[config.mk]
export PLATFORM = sky130hd
export DESIGN_NAME = mem_credit_arb
export DESIGN_NICKNAME = d
export VERILOG_FILES = /design/src/rtl/mem_credit_arb_pkg.sv /design/src/rtl/mem_credit_arb_rr_arbiter.sv /design/src/rtl/mem_credit_arb.sv
export SDC_FILE = /design/constraint.sdc
export NUM_CORES = 1
export LEC_CHECK = 0
export CAP_MARGIN = 20
export CORE_AREA = 2 2 147 149
export CTS_BUF_LIST = sky130_fd_sc_hd__clkbuf_16
export DETAILED_ROUTE_END_ITERATION = 10
export DIE_AREA = 0 0 149 151
export GPL_ROUTABILITY_DRIVEN = 0
export SYNTH_ARGS = -nofsm -noshare
export SYNTH_HDL_FRONTEND = slang
export SYNTH_SLANG_ARGS = --single-unit
[constraint.sdc]
create_clock -name gclk -period 3.9 [get_ports gclk]
set_clock_uncertainty 0.1 [all_clocks]
set_input_delay 0.78 -clock gclk [delete_from_list [all_inputs] [get_ports gclk]]
set_output_delay 0.78 -clock gclk [all_outputs]
set_load 0.02 [all_outputs]
[src/rtl/mem_credit_arb_pkg.sv]
// ---------------------------------------------------------------------------
// mem_credit_arb_pkg
// Shared configuration for the memory-credit arbiter slice.
//   MAXMEMCREDIT    : size of the memory-network credit pool
//   MAXMEMCREDITMSB : MSB of a counter that can hold 0..MAXMEMCREDIT
//   mem_credit_t    : credit counter type
//   log2x()         : index width for N requesters (never less than 1 bit)
// ---------------------------------------------------------------------------
package mem_credit_arb_pkg;

   localparam int MAXMEMCREDIT    = 64;
   localparam int MAXMEMCREDITMSB = $clog2(MAXMEMCREDIT + 1) - 1;

   typedef bit [MAXMEMCREDITMSB:0] mem_credit_t;

   // A two-requester arbiter still needs one index bit, hence the floor of 1.
   function automatic int log2x(input int n);
      return (n <= 2) ? 1 : $clog2(n);
   endfunction

endpackage

[src/rtl/mem_credit_arb_rr_arbiter.sv]
// ---------------------------------------------------------------------------
// rr_arbiter
// Purely combinational round-robin picker: returns the first set request at
// or after i_ptr, wrapping from NREQ-1 back to 0.
//   i_req   : request vector
//   i_ptr   : index of the highest-priority requester this cycle
//   o_grant : one-hot grant (all zero when no request is set)
//   o_idx   : encoded index of the granted requester
//   o_any   : at least one request is set
// ---------------------------------------------------------------------------
module rr_arbiter
   import mem_credit_arb_pkg::*;
#(
   parameter int NREQ = 4,
   parameter int SW   = log2x(NREQ)
) (
   input  logic [NREQ-1:0] i_req,
   input  logic [SW-1:0]   i_ptr,
   output logic [NREQ-1:0] o_grant,
   output logic [SW-1:0]   o_idx,
   output logic            o_any
);

   logic [NREQ-1:0] w_hi_req;
   logic            w_hi_any;
   logic [SW-1:0]   w_hi_idx;
   logic            w_lo_any;
   logic [SW-1:0]   w_lo_idx;

   // Requests at or above the pointer form the first search window; if that
   // window is empty the lowest request overall is the wrap-around winner.
   generate
      for (genvar gi = 0; gi < NREQ; gi++) begin : g_mask
         assign w_hi_req[gi] = i_req[gi] && (gi >= int'(i_ptr));
      end
   endgenerate

   // Descending scan so the lowest set index is the last one written.
   always_comb begin
      w_hi_any = 1'b0;
      w_hi_idx = '0;
      w_lo_any = 1'b0;
      w_lo_idx = '0;
      for (int i = NREQ - 1; i >= 0; i--) begin
         if (w_hi_req[i]) begin
            w_hi_any = 1'b1;
            w_hi_idx = SW'(i);
         end
         if (i_req[i]) begin
            w_lo_any = 1'b1;
            w_lo_idx = SW'(i);
         end
      end
   end

   assign o_any = w_lo_any;
   assign o_idx = w_hi_any ? w_hi_idx : w_lo_idx;

   generate
      for (genvar gi = 0; gi < NREQ; gi++) begin : g_grant
         assign o_grant[gi] = w_lo_any && (o_idx == SW'(gi));
      end
   endgenerate

endmodule

[src/rtl/mem_credit_arb.sv]
// ---------------------------------------------------------------------------
// mem_credit_arb
// Shares the single memory-controller port among NREQ pipeline requesters.
// A request is only granted while a memory-network credit is free and the
// one-entry output register is empty or draining this cycle.
//
// Ports
//   gclk        : clock
//   rst         : synchronous active-high reset
//   req_valid   : per-requester request valid
//   req_data    : per-requester payload
//   req_ready   : one-hot grant (combinational, includes mem_ready)
//   mem_valid   : output register holds a request
//   mem_data    : payload of the held request
//   mem_src     : requester index of the held request
//   mem_ready   : memory port takes the held request this cycle
//   credit_ret  : one credit returned this cycle
//   credit_cnt  : free credits
//   credit_err  : sticky, credit returned while the pool was already full
//   stall_cnt   : cycles spent with a request pending and no credit
//
// Optional feature macro: MEMCREDIT_STAT_EN enables the saturating
// stall_cnt counter; without it stall_cnt is constant zero.
// ---------------------------------------------------------------------------
module mem_credit_arb
   import mem_credit_arb_pkg::*;
#(
   parameter int NREQ      = 4,
   parameter int DW        = 64,
   parameter int MAXCREDIT = MAXMEMCREDIT,
   parameter int CW        = MAXMEMCREDITMSB + 1,
   parameter int SW        = log2x(NREQ)
) (
   input  logic                     gclk,
   input  logic                     rst,
   input  logic [NREQ-1:0]          req_valid,
   input  logic [NREQ-1:0][DW-1:0]  req_data,
   output logic [NREQ-1:0]          req_ready,
   output logic                     mem_valid,
   output logic [DW-1:0]            mem_data,
   output logic [SW-1:0]            mem_src,
   input  logic                     mem_ready,
   input  logic                     credit_ret,
   output logic [CW-1:0]            credit_cnt,
   output logic                     credit_err,
   output logic [31:0]              stall_cnt
);

   logic [NREQ-1:0] w_grant;
   logic [SW-1:0]   w_idx;
   logic            w_any;
   logic            w_issue_ok;
   logic            w_accept;
   logic [SW-1:0]   w_rr_next;
   logic [CW-1:0]   w_credit_next;
   logic            w_credit_ovf;

   logic            r_mem_valid;
   logic [DW-1:0]   r_mem_data;
   logic [SW-1:0]   r_mem_src;
   logic [SW-1:0]   r_rr_ptr;
   logic [CW-1:0]   r_credit_cnt;
   logic            r_credit_err;

   rr_arbiter #(
      .NREQ (NREQ),
      .SW   (SW)
   ) u_rr_arbiter (
      .i_req   (req_valid),
      .i_ptr   (r_rr_ptr),
      .o_grant (w_grant),
      .o_idx   (w_idx),
      .o_any   (w_any)
   );

   // rst gates the grant so no handshake is seen while registers are still
   // being initialised.
   assign w_issue_ok = !rst && (r_credit_cnt != '0) && (!r_mem_valid || mem_ready);
   assign w_accept   = w_issue_ok && w_any;
   assign req_ready  = w_issue_ok ? w_grant : '0;

   assign w_rr_next  = (w_idx == SW'(NREQ - 1)) ? '0 : w_idx + SW'(1);

   // A simultaneous accept and return cancel out; a return into a full pool
   // is discarded and flagged.
   always_comb begin
      w_credit_next = r_credit_cnt;
      w_credit_ovf  = 1'b0;
      if (w_accept && !credit_ret) begin
         w_credit_next = r_credit_cnt - CW'(1);
      end else if (!w_accept && credit_ret) begin
         if (r_credit_cnt == CW'(MAXCREDIT)) begin
            w_credit_ovf = 1'b1;
         end else begin
            w_credit_next = r_credit_cnt + CW'(1);
         end
      end
   end

   always_ff @(posedge gclk) begin
      if (rst) begin
         r_mem_valid  <= 1'b0;
         r_mem_data   <= '0;
         r_mem_src    <= '0;
         r_rr_ptr     <= '0;
         r_credit_cnt <= CW'(MAXCREDIT);
         r_credit_err <= 1'b0;
      end else begin
         if (w_accept) begin
            r_mem_valid <= 1'b1;
            r_mem_data  <= req_data[w_idx];
            r_mem_src   <= w_idx;
            r_rr_ptr    <= w_rr_next;
         end else if (mem_ready) begin
            r_mem_valid <= 1'b0;
         end
         r_credit_cnt <= w_credit_next;
         if (w_credit_ovf) begin
            r_credit_err <= 1'b1;
         end
      end
   end

   assign mem_valid  = r_mem_valid;
   assign mem_data   = r_mem_data;
   assign mem_src    = r_mem_src;
   assign credit_cnt = r_credit_cnt;
   assign credit_err = r_credit_err;

`ifdef MEMCREDIT_STAT_EN
   logic [31:0] r_stall_cnt;

   always_ff @(posedge gclk) begin
      if (rst) begin
         r_stall_cnt <= '0;
      end else if (|req_valid && (r_credit_cnt == '0) && (r_stall_cnt != '1)) begin
         r_stall_cnt <= r_stall_cnt + 32'd1;
      end
   end

   assign stall_cnt = r_stall_cnt;
`else
   assign stall_cnt = '0;
`endif

endmodule

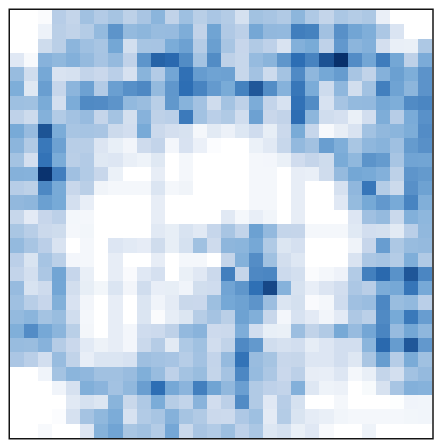
Figure 1: run 1, wire density map.
The die is cut into 30 by 30 equal tiles; white is low, dark blue is high, scaled to the fullest tile. Values are wire area over tile area, all layers added.
densest ninth of the die: top right
emptiest ninth of the die: middle
nearly empty tiles: 13%
mean over tiles: 0.16
tiles over half the peak: 16%
fullest tile: 0.55
total via count in the routed design: 5,809
detailed-route wire length per cell: 18.32 um
total wire length after detailed routing: 21,880 um

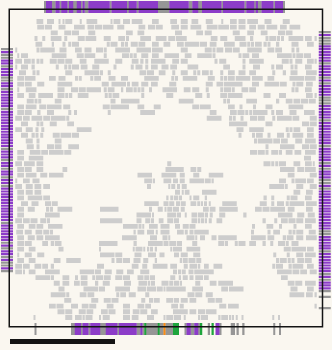
Figure 2: run 1, pin placement.
Scale bar: 50 um. Pins as bars across the die edge, other pins in grey.
[`credit_cnt`] green | pins: 7 | direction: output | edge: bottom
[`req_data`] purple | pins: 256 | direction: input | edge: 95 top, 69 right, 59 left, 33 bottom
[`mem_ready`] orange | pins: 1 | direction: input | edge: bottom
width of the chip: 149 um
number of I/O port buffers: 342
Die H: 151 um

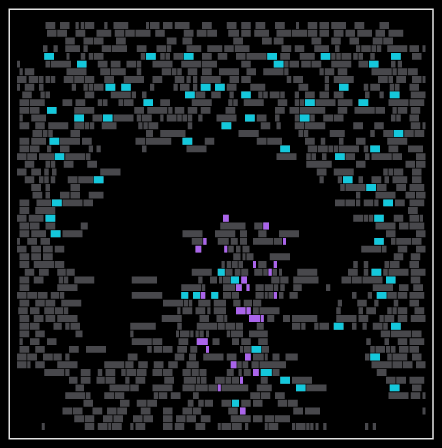
Figure 3: run 1, logic cells by family.
[AND-OR and OR-AND gates] cyan | cells: 59 | where: widely spread
[NOR gates] purple | cells: 26
dominant logic cell type in the layout: sky130_fd_sc_hd__clkdlybuf4s50_1
number of cells in the finished layout apart from fillers: 1,194
multi-input logic portion of the cell area: 36.48%

==> run notes, run 1 <==
Implementation results

According to the timing report, the critical path is launched from req_valid[1]. The most frequently used library cell after synthesis is sky130_fd_sc_hd__dfxtp_1. The power report lists the combinational group at 1.86 mW. The layer flagged by global routing as most heavily used is met2. By area the synthesized netlist is led by sky130_fd_sc_hd__dfxtp_1, sky130_fd_sc_hd__mux2_4, sky130_fd_sc_hd__a221o_1, sky130_fd_sc_hd__nand3_1, sky130_fd_sc_hd__a21oi_1. The flow inserted 275 tap cells. The post-layout net count is 1,186.

The clock share of power is 22.8%. After synthesis, the mean cell area works out to 9.130 um2. The unique cell type count in the Yosys netlist is 50. The worst max-slew margin expressed relative to the limit is 47.01%. Sequential power for this build is 1.08 mW. The met3 global-route usage is 3.855%. The area added between synthesis and finish is 72.29%. Overall power consumption after layout is estimated at 3.812 mW. The largest cell class by area is buffers. Global routing used 32.28% of the available met2 tracks. In this run, the synthesized area fraction spent on and/or/nand/nor cells is recorded as 11.01%.

Summing every instance area after synthesis gives 0.005378 mm2. The effective utilization at floorplan is 25.83%. The number of standard-cell rows in the floorplan is 53. CTS reports a maximum clock tree buffer depth of 2. The total of warnings raised by yosys is 0.

The cell leakage power is 3.604 nW. The instance count after placement with tap cells included is 1,178. The longest incremental delay of any stage on the critical path is reported as 0.60 ns. Recorded from the global router log, the overflow total was 0.

Looking at the clock tree report, the H-tree level count equals 3. The worst hold path endpoint is mem_src[1]$_SDFFE_PP0P_. The cell-mix breakdown from Yosys lists the XOR/XNOR area share as 0.6515%.

The number of flip-flops in the largest register is 64. In the final layout, excluding clock inverters the inverter count is 7. The share of cell area taken by flip-flops and latches is 16.64%. The startpoint of the most critical hold path is mem_src[1]$_SDFFE_PP0P_. The share of post-route cells with drive strength above 1 is 12.19%.

The yosys synthesis chip area is 0.005378 mm2. The most frequently used flop master after synthesis is sky130_fd_sc_hd__dfxtp_1. The core region is 0.02082 mm2. By count the netlist is led by sky130_fd_sc_hd__dfxtp_1, sky130_fd_sc_hd__nand3_1, sky130_fd_sc_hd__a21oi_1, sky130_fd_sc_hd__o21ai_0, sky130_fd_sc_hd__a221o_1. The transition time recorded at the tightest slew-check pin is 0.7948 ns. In the final routing, the length of wire on met1 measures 8696 um. The multiplexer area fraction after synthesis is 19.61%. After synthesis, the largest area contributor takes up 28.66% of total cell area.

The area of the multi-input gates is 0.003379 mm2. The largest individual stage delay along the critical path comes from the cell sky130_fd_sc_hd__clkdlybuf4s50_1. The combinational group share of total power is 48.9%.

Looking at area per cell type in the netlist, the leader is sky130_fd_sc_hd__dfxtp_1. The share of total power dissipated in sequential elements is 28.3%. The worst-skew pair later-pin latency is 0.34 ns. Before CTS, the worst setup slack after placement is -0.07688 ns. The top fanout value on the critical path is 4.

The most common logic cells in the final layout are sky130_fd_sc_hd__clkdlybuf4s50_1, sky130_fd_sc_hd__dfxtp_1, sky130_fd_sc_hd__nand3_1, sky130_fd_sc_hd__a21oi_1, sky130_fd_sc_hd__o21ai_0. The layout filler cell count is 2,059. Global routing used 18.44% of the available tracks.

Counting pins that exceed their max-slew limit in the final report gives 0. Per the finish-stage timing summary, setup violations number 0. 0 antenna diodes ended up in the layout.

The net switching power in the latest report is 1.390 mW. Per the timing report, the achievable frequency comes out to 268.2 MHz. Across all setup checks in the final design, the least slack found is 0.1719 ns. The sink count of the clock tree is 77.

The first-pass detailed-route iteration total is 5. Per the final report, the share of cell area in clock cells is 3.160%. The clock period minus final worst setup slack is 3.728 ns. The final layout report lists a non-clock buffer count of 374.

Along the worst hold path, the cell count comes to 2. The terminus of the critical flop-to-flop path is credit_cnt[4]$_SDFFE_PP0P_. The timing report shows the most common cell along the critical path to be sky130_fd_sc_hd__clkdlybuf4s50_1. Listed in order, past its start point the critical path passes clkdlybuf4s50_1 -> nor2b_1 -> a221o_2 -> nand2_4 -> ha_1 -> and3_1 -> clkdlybuf4s50_1.

The number of setup buffers added after CTS is 0. The final hold violation count recorded for this run is 0. Of the combinational cells, the family taking the most area is AND-OR/OR-AND gates. TritonCTS built the clock tree. The number of antenna violations at the first check in global routing is 0. The flow ran to the end, and the final reports show no timing, DRC or antenna violations. The worst register-to-register path begins at credit_cnt[5]$_SDFFE_PP0P_. The instance area at placement is 0.008972 mm2. The logic depth of the worst path, buffers included is 7.

The worst-case register-to-register setup slack is 0.91 ns. The element type at the critical path end is a primary output. The type of the worst setup path is in2out. Clock-pin slew was measured on the worst setup and hold paths at 0.06 ns. After floorplanning, the die was sized to cover 0.02250 mm2. The synthesized netlist handed to floorplanning was reported with a cell count of 589. The internal power of the cells totals 2.421 mW. The register area share after synthesis is 28.66%. The depth of the most critical reg-to-reg path is 12. The placed wire-length estimate is 15,980 um.

The maximum ir drop on the vdd rail is 0.1671 mV. The adder and majority cell fraction of the synthesized area is 1.861%.
Figure 4. Clock nets (run 1).
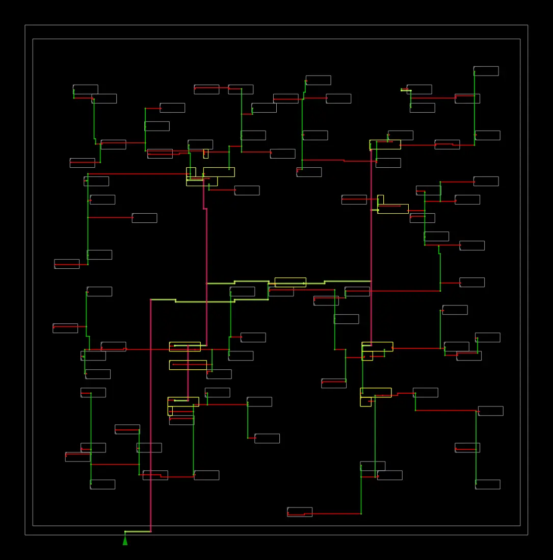

==> inputs of run 2 (changes only) <==
--- a/config.mk
+++ b/config.mk
@@ -11,6 +11,8 @@
 export DETAILED_ROUTE_END_ITERATION = 10
 export DIE_AREA = 0 0 149 151
 export GPL_ROUTABILITY_DRIVEN = 0
+export REMOVE_ABC_BUFFERS = 1
 export SYNTH_ARGS = -nofsm -noshare
 export SYNTH_HDL_FRONTEND = slang
 export SYNTH_SLANG_ARGS = --single-unit
+export TNS_END_PERCENT = 100
==> constraint.sdc (replaced) <==
create_clock -name gclk -period 3.9 [get_ports gclk]
set_clock_uncertainty 0.1 [all_clocks]
set_input_delay 1.17 -clock gclk [delete_from_list [all_inputs] [get_ports gclk]]
set_output_delay 1.17 -clock gclk [all_outputs]
set_load 0.02 [all_outputs]
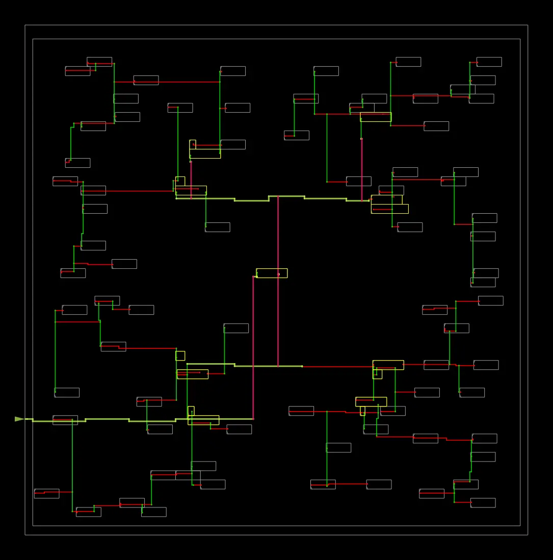
Figure 5: run 2, clock nets.
number of clock buffers inserted by TritonCTS: 9
clock network power consumption: 855 uW
clock latency at the later pin of the worst-skew pair: 0.34 ns
clock tree sinks: 77

==> run 2 against run 1 <==
Compared with the run above: critical path depth grew 2; non-clock buffer count rose by 14; sequential power about the same; wire length up 2.8%; synthesized area is the same; total power rose by 0.89%; first-iteration DRC count decreased by 34%; count of clock-buffer cells in the layout unchanged; setup slack got worse by 0.12 ns; sequential share of layout area is 0.30 points lower; die size unchanged; critical path type unchanged; critical endpoint is now req_ready[2]; largest power group unchanged.
==> run notes, run 2 <==
Implementation results

The cell leakage power is 3.670 nW (+1.8%). The maximum ir drop on the vdd rail is 0.2042 mV (+22%). The number of antenna violations at the first check in global routing is 1 (+1). The total via count in the routed design is 5,986 (+3.0%). The overall track demand over capacity in global routing came to 18.66% (+0.22 points). The share of power burned in registers came to 28.5% (+0.2 points).

The effective utilization at floorplan is 25.83% (unchanged). The register area share after synthesis is 28.66% (unchanged). The biggest area consumer among synthesized cells is sky130_fd_sc_hd__dfxtp_1. The number of tap instances is 275 (unchanged). The net switching power of the design is 1.396 mW (+0.42%). The netlist area before placement is 0.005378 mm2 (unchanged). The startpoint of the worst-slack reg-to-reg timing path is credit_cnt[3]$_SDFFE_PP0P_. The top fanout value on the critical path is 4 (unchanged).

Per the run report, area growth between synthesis and finish was 75.50%. The cell-internal power is 2.450 mW (+1.2%). The count of non-CTS inverters in the layout was 7 (unchanged).

The post-synthesis share of cell area spent on and, or, nand and nor gates is 11.01% (unchanged). The yosys synthesis chip area is 0.005378 mm2 (unchanged). The post-synthesis average cell area came to 9.130 um2 (unchanged).

The count of mapped cells out of synthesis is 589 (unchanged). The total die size is 0.02250 mm2 (unchanged). The worst-case register-to-register setup slack is 0.76 ns (-0.15 ns).

The die width is 149 um (unchanged). The adder and majority cell fraction of the synthesized area is 1.861% (unchanged). Yosys attributes the largest share of cell area to sky130_fd_sc_hd__dfxtp_1, sky130_fd_sc_hd__mux2_4, sky130_fd_sc_hd__a221o_1, sky130_fd_sc_hd__nand3_1, sky130_fd_sc_hd__a21oi_1. Ranking logic cells in the layout by count gives the top entries sky130_fd_sc_hd__clkdlybuf4s50_1, sky130_fd_sc_hd__dfxtp_1, sky130_fd_sc_hd__nand3_1, sky130_fd_sc_hd__a21oi_1, sky130_fd_sc_hd__o21ai_0.

The multiplexer area fraction after synthesis is 19.61% (unchanged). In this run the worst setup path begins at req_valid[2]. The number of setup buffers added after CTS was 0 (unchanged). The height of the chip is 151 um (unchanged). The clock share of power is 22.2% (-0.6 points). The flow ran to the end, and the final reports show no timing, DRC or antenna violations.

The number of input and output port buffers inserted came to 342 (unchanged). Leaving out fill and tap cells, the most frequent cell in the layout is sky130_fd_sc_hd__clkdlybuf4s50_1. The depth of the most critical reg-to-reg path came to 12 (unchanged).

The reported combinational group power was 1.89 mW (about the same). The element type at the critical path end is a primary output. In the hold report, the worst path ends at mem_src[1]$_SDFFE_PP0P_. The proportion of cell area occupied by multi-input gates was 36.11% (-0.36 points). The total power came to 3.846 mW (+0.89%). The post-layout net count was 1,200 (+1.2%). The sequential group power was 1.10 mW (about the same).

The instance count after placement with tap cells included was 1,190 (+1.0%). The antenna diode count was 1 (+1). The type of the worst setup path is in2out. The met3 global-route usage is 5.482% (+1.6 points). Grouping non-sequential cells by family puts the most area in AND-OR/OR-AND gates.

The total routed wire length on the met1 layer is 9313 um (+7.1%). The clock slew at the register clock pins of the worst setup and hold paths is 0.07 ns (about the same). The first-pass detailed-route iteration total was 5 (unchanged). The number of H-tree branching levels came to 3 (unchanged). The number of cells on the worst hold path is 2 (unchanged).

The most used routing layer in global routing is met2. The instance area at placement is 0.009112 mm2 (+1.6%). The combinational group share of total power is 49.3% (+0.4 points). The most common cell in the synthesized netlist is sky130_fd_sc_hd__dfxtp_1. The number of flip-flops in the largest register is 64 (unchanged). The post-placement setup slack is -0.7641 ns (-0.6872 ns). The terminus of the critical flop-to-flop path is credit_cnt[4]$_SDFFE_PP0P_. The TritonCTS clock tree is yes. The wire length per cell came to 18.60 um (+1.5%).
Figure 6. Close-up of the layout (run 2).
Scale bar: 5 um. Region (64, 96) to (84, 116) um. Cells in grey, sequential cells in the stronger grey; small squares are vias.
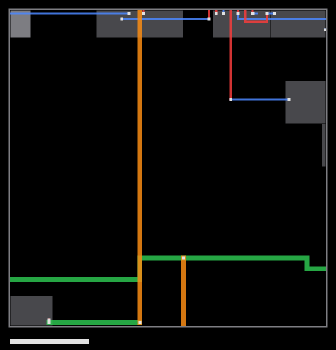

==> inputs of run 3 (changes only) <==
--- a/config.mk
+++ b/config.mk
@@ -6,11 +6,15 @@
 export NUM_CORES = 1
 export LEC_CHECK = 0
 export CAP_MARGIN = 20
-export CORE_AREA = 2 2 147 149
+export CELL_PAD_IN_SITES_DETAIL_PLACEMENT = 0
+export CELL_PAD_IN_SITES_GLOBAL_PLACEMENT = 1
+export CORE_ASPECT_RATIO = 1.25
+export CORE_MARGIN = 1.5
+export CORE_UTILIZATION = 22
 export CTS_BUF_LIST = sky130_fd_sc_hd__clkbuf_16
 export DETAILED_ROUTE_END_ITERATION = 10
-export DIE_AREA = 0 0 149 151
 export GPL_ROUTABILITY_DRIVEN = 0
+export PLACE_DENSITY_LB_ADDON = 0.1
 export REMOVE_ABC_BUFFERS = 1
 export SYNTH_ARGS = -nofsm -noshare
 export SYNTH_HDL_FRONTEND = slang
==> constraint.sdc (replaced) <==
create_clock -name gclk -period 3.4 [get_ports gclk]
set_clock_uncertainty 0.1 [all_clocks]
set_input_delay 1.02 -clock gclk [delete_from_list [all_inputs] [get_ports gclk]]
set_output_delay 1.02 -clock gclk [all_outputs]
set_load 0.02 [all_outputs]
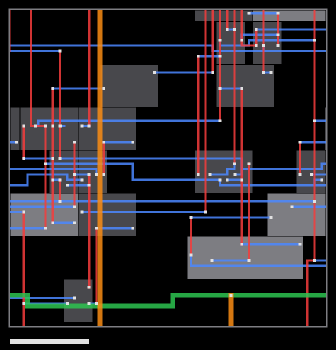
Figure 7: run 3, close-up of the layout.
Scale bar: 5 um. Region (61, 114) to (81, 134) um. Cells in grey, sequential cells in the stronger grey; small squares are vias.
[met2] red
[met1] blue
[met3] green
[met4] orange
cells with their middle in the window: 15
sequential cells in the window: 3
netlist names of flops here include: `mem_data` (3)
most frequent: clkdlybuf4s50_1 (4), a221o_1 (3), dfxtp_1 (3)

==> run 3 against run 2 <==
Compared with the run above: total power rose by 17%; cell area rose by 3.6%; setup slack got worse by 0.13 ns; the run now ends with setup timing left; first-iteration DRC count rose by 31%; critical path type unchanged; global-route usage rose by 0.30 points; die size rose by 13%; non-clock buffer count rose by 19; combinational power rose by 25%; sequential share of layout area fell by 0.56 points; wire length rose by 12%; utilization fell by 4.4 points; cell count rose by 5.6%; largest power group unchanged.
==> run notes, run 3 <==
Implementation results

The run finished, with violations left. The checks that failed: setup timing. The total routed wire length on the met1 layer is 10,120 um (+8.7%). The cell leakage power is 3.786 nW (+3.2%). The number of H-tree branching levels is 3 (unchanged). The clock share of power is 20.4% (-1.8 points). Per the cell usage report, the commonest logic cell in the layout is sky130_fd_sc_hd__clkdlybuf4s50_1. The reported combinational group power is 2.36 mW (+25%). The launch point of the worst path is req_valid[2]. The instance area at placement was 0.009288 mm2 (+1.9%). The worst register-to-register path begins at credit_cnt[3]$_SDFFE_PP0P_. The effective utilization at floorplan is 22.52% (-3.3 points).

The number of input and output port buffers inserted is 342 (unchanged). The number of tap instances came to 325 (+18%). The clock slew at the register clock pins of the worst setup and hold paths is 0.07 ns (about the same).

The yosys synthesis chip area is 0.005378 mm2 (unchanged). The sequential group power is 1.21 mW (+10%). The multiplexer area fraction after synthesis is 19.61% (unchanged).

The post-placement setup slack is -0.9975 ns (-0.2334 ns). The instance count after placement with tap cells included is 1,250 (+5.0%). The flow measured a signed area growth from synthesis to layout of 81.74%.

The total via count in the routed design is 6,076 (+1.5%). Sorting the synthesized cells by area gives the leading types as sky130_fd_sc_hd__dfxtp_1, sky130_fd_sc_hd__mux2_4, sky130_fd_sc_hd__a221o_1, sky130_fd_sc_hd__nand3_1, sky130_fd_sc_hd__a21oi_1. The die width is 142.8 um (-4.1%). The count of non-CTS inverters in the layout came to 7 (unchanged). The most common logic cells in the final layout are sky130_fd_sc_hd__clkdlybuf4s50_1, sky130_fd_sc_hd__dfxtp_1, sky130_fd_sc_hd__nand3_1, sky130_fd_sc_hd__a21oi_1, sky130_fd_sc_hd__buf_4. The post-layout net count was 1,219 (+1.6%). The total clock buffers created by CTS is 9 (unchanged). The share of power burned in registers is 27.0% (-1.5 points).

The terminus of the critical flop-to-flop path is credit_cnt[4]$_SDFFE_PP0P_. The most used routing layer in global routing is met2. The biggest area consumer among synthesized cells is sky130_fd_sc_hd__dfxtp_1. The worst-case register-to-register setup slack is 0.50 ns (-0.26 ns). The post-synthesis share of cell area spent on and, or, nand and nor gates is 11.01% (unchanged).

The wire length per cell is 19.71 um (+6.0%). The type of the worst setup path is in2out. The antenna diode count was 0 (-1). In the synthesized netlist, the dominant kind of combinational cell is AND-OR/OR-AND gates. The number of flip-flops in the largest register came to 64 (unchanged). The netlist area before placement is 0.005378 mm2 (unchanged). The net switching power of the design is 1.670 mW (+20%). The combinational group share of total power is 52.6% (+3.3 points). The adder and majority cell fraction of the synthesized area came to 1.861% (unchanged).

The sink count of the clock tree is 77 (unchanged). The count of mapped cells out of synthesis is 589 (unchanged). Looking at the hold checks, the worst path lands on mem_src[0]$_SDFFE_PP0P_. The setup violation total in the final timing report is 4. After layout, the worst setup slack is -0.07192 ns.

The number of cells on the worst hold path is 2 (unchanged). The overall track demand over capacity in global routing is 18.95% (+0.30 points). The top fanout value on the critical path is 4 (unchanged).

The depth of the most critical reg-to-reg path came to 12 (unchanged). The worst-skew pair later-pin latency is 0.34 ns (about the same). The total power is 4.485 mW (+17%).

The element type at the critical path end is a primary output. The proportion of cell area occupied by multi-input gates is 35.87% (-0.24 points). The first-pass detailed-route iteration total was 4 (-1). The dominant cell by count in the synthesized netlist is sky130_fd_sc_hd__dfxtp_1.

The number of setup buffers added after CTS is 9 (+9). The clock-net power came to 915 uW (+7.0%). The register area share after synthesis came to 28.66% (unchanged).
Power is estimated from default activity; no workload was simulated.
